===== src/rtl/mux_scan_seq.sv =====
// mux_scan_seq: loads a word, steps the 16:1 mux select 0..15, captures f per step.
// Optional `MUX_SCAN_CHECK_EN adds a sticky f != w[s] compare on err.
module mux_scan_seq #(
    parameter int unsigned STEP_CYCLES = 1
) (
    input  logic        clk,
    input  logic        rst,
    input  logic        start,
    input  logic [15:0] din,
    output logic        ready,
    output logic        busy,
    output logic [15:0] w,
    output logic [3:0]  s,
    input  logic        f,
    output logic [15:0] cap,
    output logic        done,
    output logic        err
);

    typedef enum logic [1:0] {
        IDLE,
        SCAN,
        DONE
    } state_t;

    localparam logic [7:0] LAST = 8'(STEP_CYCLES - 1);

    state_t     state;
    logic [7:0] cnt;
    logic       cap_edge;

    assign cap_edge = (cnt == LAST);
    assign ready    = (state == IDLE);
    assign busy     = (state == SCAN);

`ifndef MUX_SCAN_CHECK_EN
    assign err = 1'b0;
`endif

    always_ff @(posedge clk or posedge rst) begin
        if (rst) begin
            state <= IDLE;
            cnt   <= '0;
            w     <= '0;
            s     <= '0;
            cap   <= '0;
            done  <= 1'b0;
`ifdef MUX_SCAN_CHECK_EN
            err   <= 1'b0;
`endif
        end else begin
            unique case (state)
                IDLE: begin
                    done <= 1'b0;
                    if (start) begin
                        w     <= din;
                        s     <= '0;
                        cap   <= '0;
                        cnt   <= '0;
                        state <= SCAN;
`ifdef MUX_SCAN_CHECK_EN
                        err   <= 1'b0;
`endif
                    end
                end
                SCAN: begin
                    if (cap_edge) begin
                        cap[s] <= f;
                        cnt    <= '0;
`ifdef MUX_SCAN_CHECK_EN
                        if (f != w[s]) err <= 1'b1;
`endif
                        // s stops at 15; DONE/IDLE keep it there
                        if (s == 4'd15) begin
                            state <= DONE;
                            done  <= 1'b1;
                        end else begin
                            s <= s + 4'd1;
                        end
                    end else begin
                        cnt <= cnt + 8'd1;
                    end
                end
                DONE: begin
                    done  <= 1'b0;
                    state <= IDLE;
                end
                default: begin
                    done  <= 1'b0;
                    state <= IDLE;
                end
            endcase
        end
    end

endmodule


===== config.mk =====
export PLATFORM = sky130hd
export DESIGN_NAME = mux_scan_seq
export DESIGN_NICKNAME = d
export VERILOG_FILES = /design/src/rtl/mux_scan_seq.sv
export SDC_FILE = /design/constraint.sdc
export NUM_CORES = 1
export LEC_CHECK = 0
export CORE_MARGIN = 2
export CORE_UTILIZATION = 48
export CTS_CLUSTER_SIZE = 8
export DETAILED_ROUTE_END_ITERATION = 6
export PLACE_DENSITY = 0.8
export REMOVE_ABC_BUFFERS = 1
export SLEW_MARGIN = 15
export SYNTH_ARGS = -nofsm -noshare
export SYNTH_HDL_FRONTEND = slang
export SYNTH_SLANG_ARGS = --single-unit

===== constraint.sdc =====
create_clock -name clk -period 2.3 [get_ports clk]
set_clock_uncertainty 0.1 [all_clocks]
set_input_delay 0.345 -clock clk [delete_from_list [all_inputs] [get_ports clk]]
set_output_delay 0.345 -clock clk [all_outputs]
set_load 0.005 [all_outputs]

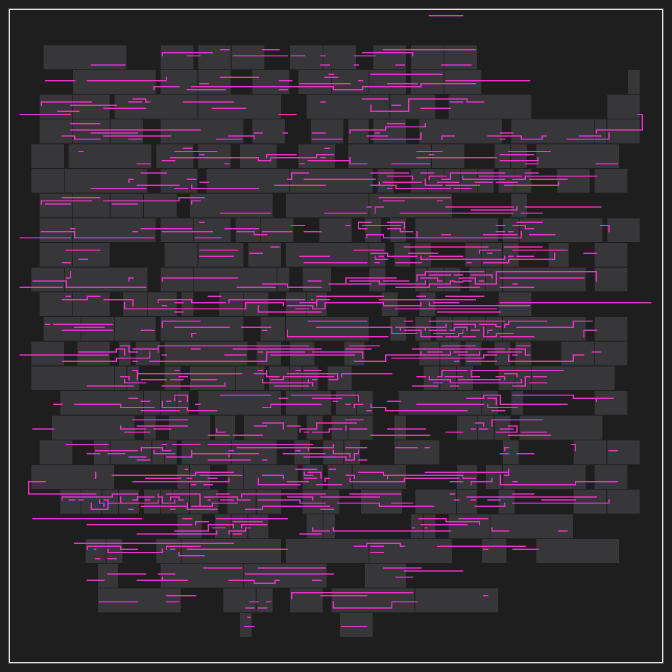
*M1 wires*
main direction: horizontal
wire length on this layer: 2280 um
longest straight run: 17.5 um
nets with wire on the layer: 250

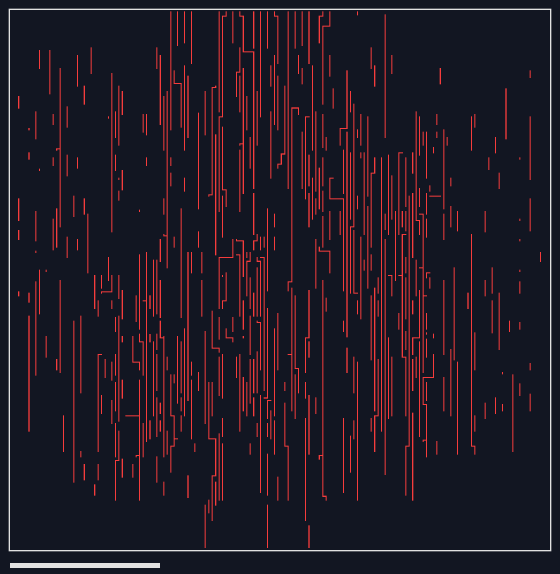
*M2 wires*
Scale bar: 20 um.
share of all routed wire: 48%
longest straight run: 36.4 um
met2 Resource Use GR: 33.33%
number of vias in the routed layout: 1822
Detailed Route WL: 5.079 mm

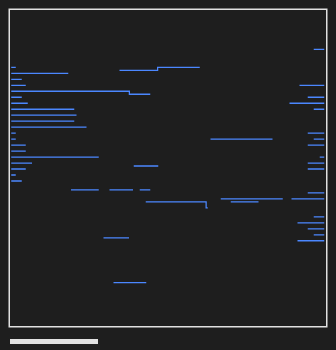
*The metal 3 layer*
Scale bar: 20 um.
wire length on this layer: 317 um
nets with wire on the layer: 44
main direction: horizontal
met3 usage: 5.345%

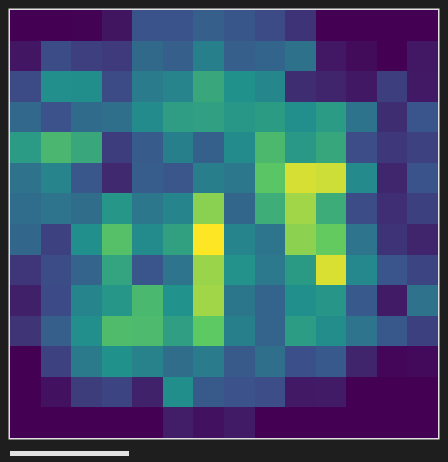
*Wire density map*
Scale bar: 20 um. 14 x 14 tiles, from dark purple (low) to yellow (high), scaled to the fullest tile. Values are wire area over tile area, all layers added.
fullest tile: 0.48
nearly empty tiles: 13%
mean over tiles: 0.16
tiles over half the peak: 21%
densest ninth of the die: middle

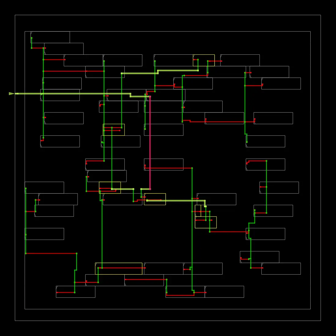
*The clock network*
Clk power: 579 uW
number of CTS-inserted buffers: 5
Clock Buffer Count: 6
CTS Sinks: 47

==> impl_metrics.csv <==
group,metric,value,unit
power_and_ir_drop,p_switching,483.2,uW
yosys,ys_seq_share,53.20,%
critical_path,cp.arrival,2230,ps
floorplanning,core,4384,um^2
final_layout,final_nets,296,
yosys,top_cells_by_count,"47 x dfrtp_1, 36 x o21ai_0, 18 x a21oi_1, 16 x mux2_2",
critical_path,cp.buffers_inverters,1,
critical_path,critPathMaxFanout,7,
detailed_routing,wl_per_cell,15.77,um
critical_path,timing.rr.end,"cap[14]$_DFFE_PP0P_",
grt,grt_start_max_net_pins,22,
timing,setup_viol,0,
status,run_status,"complete, no violations",
grt,antenna_found_initial,0,
power_and_ir_drop,pg_comb,391,uW
critical_path,cp-end-kind,"flop",
yosys,synthXorXnorAreaFrac,0.3962,%
final_layout,instances_no_fill,322,
final_layout,fin_util,68.01,%
cts,htreeDepth,2,
detailed_routing,wl_met2,2.432,mm
detailed_routing,top_layer,"met4",
grt,grt_pass1_vias,1786,
final_layout,flop_area,1176,um^2
power_and_ir_drop,powerDensity,642.3,nW/um^2
hold_path,hold_class,"in -> async",
yosys,ys_cells,205,
final_layout,layout-drive-gt1-share,15.19,%
grt,grt_overflow,0,
yosys,synthCells,205,
power_and_ir_drop,peakVddDrop,0.3587,mV
placement,gp_congestion,0.8518,
final_layout,nonClkBufAreaFrac,21.49,%
detailed_routing,wl_met3,317,um
final_layout,final_cell_mix,"58 x clkdlybuf4s50_1, 47 x dfrtp_1, 36 x o21ai_0",
timing,rsz0062_at_grt,"false",
final_layout,fillers,344,
critical_path,r2r_cells,6,
critical_path,crit_slowest_cell,"or4b_4",
cts,clkTransAtPathRegs,90,ps
power_and_ir_drop,p_total,1915,uW
detailed_routing,viasPerCell,5.658,
run,log.warning_count,29,
critical_path,critPathCapture,"cap[14]$_DFFE_PP0P_",
detailed_routing,drtIter0Drc,253,
Power and IR drop assume default switching activity.
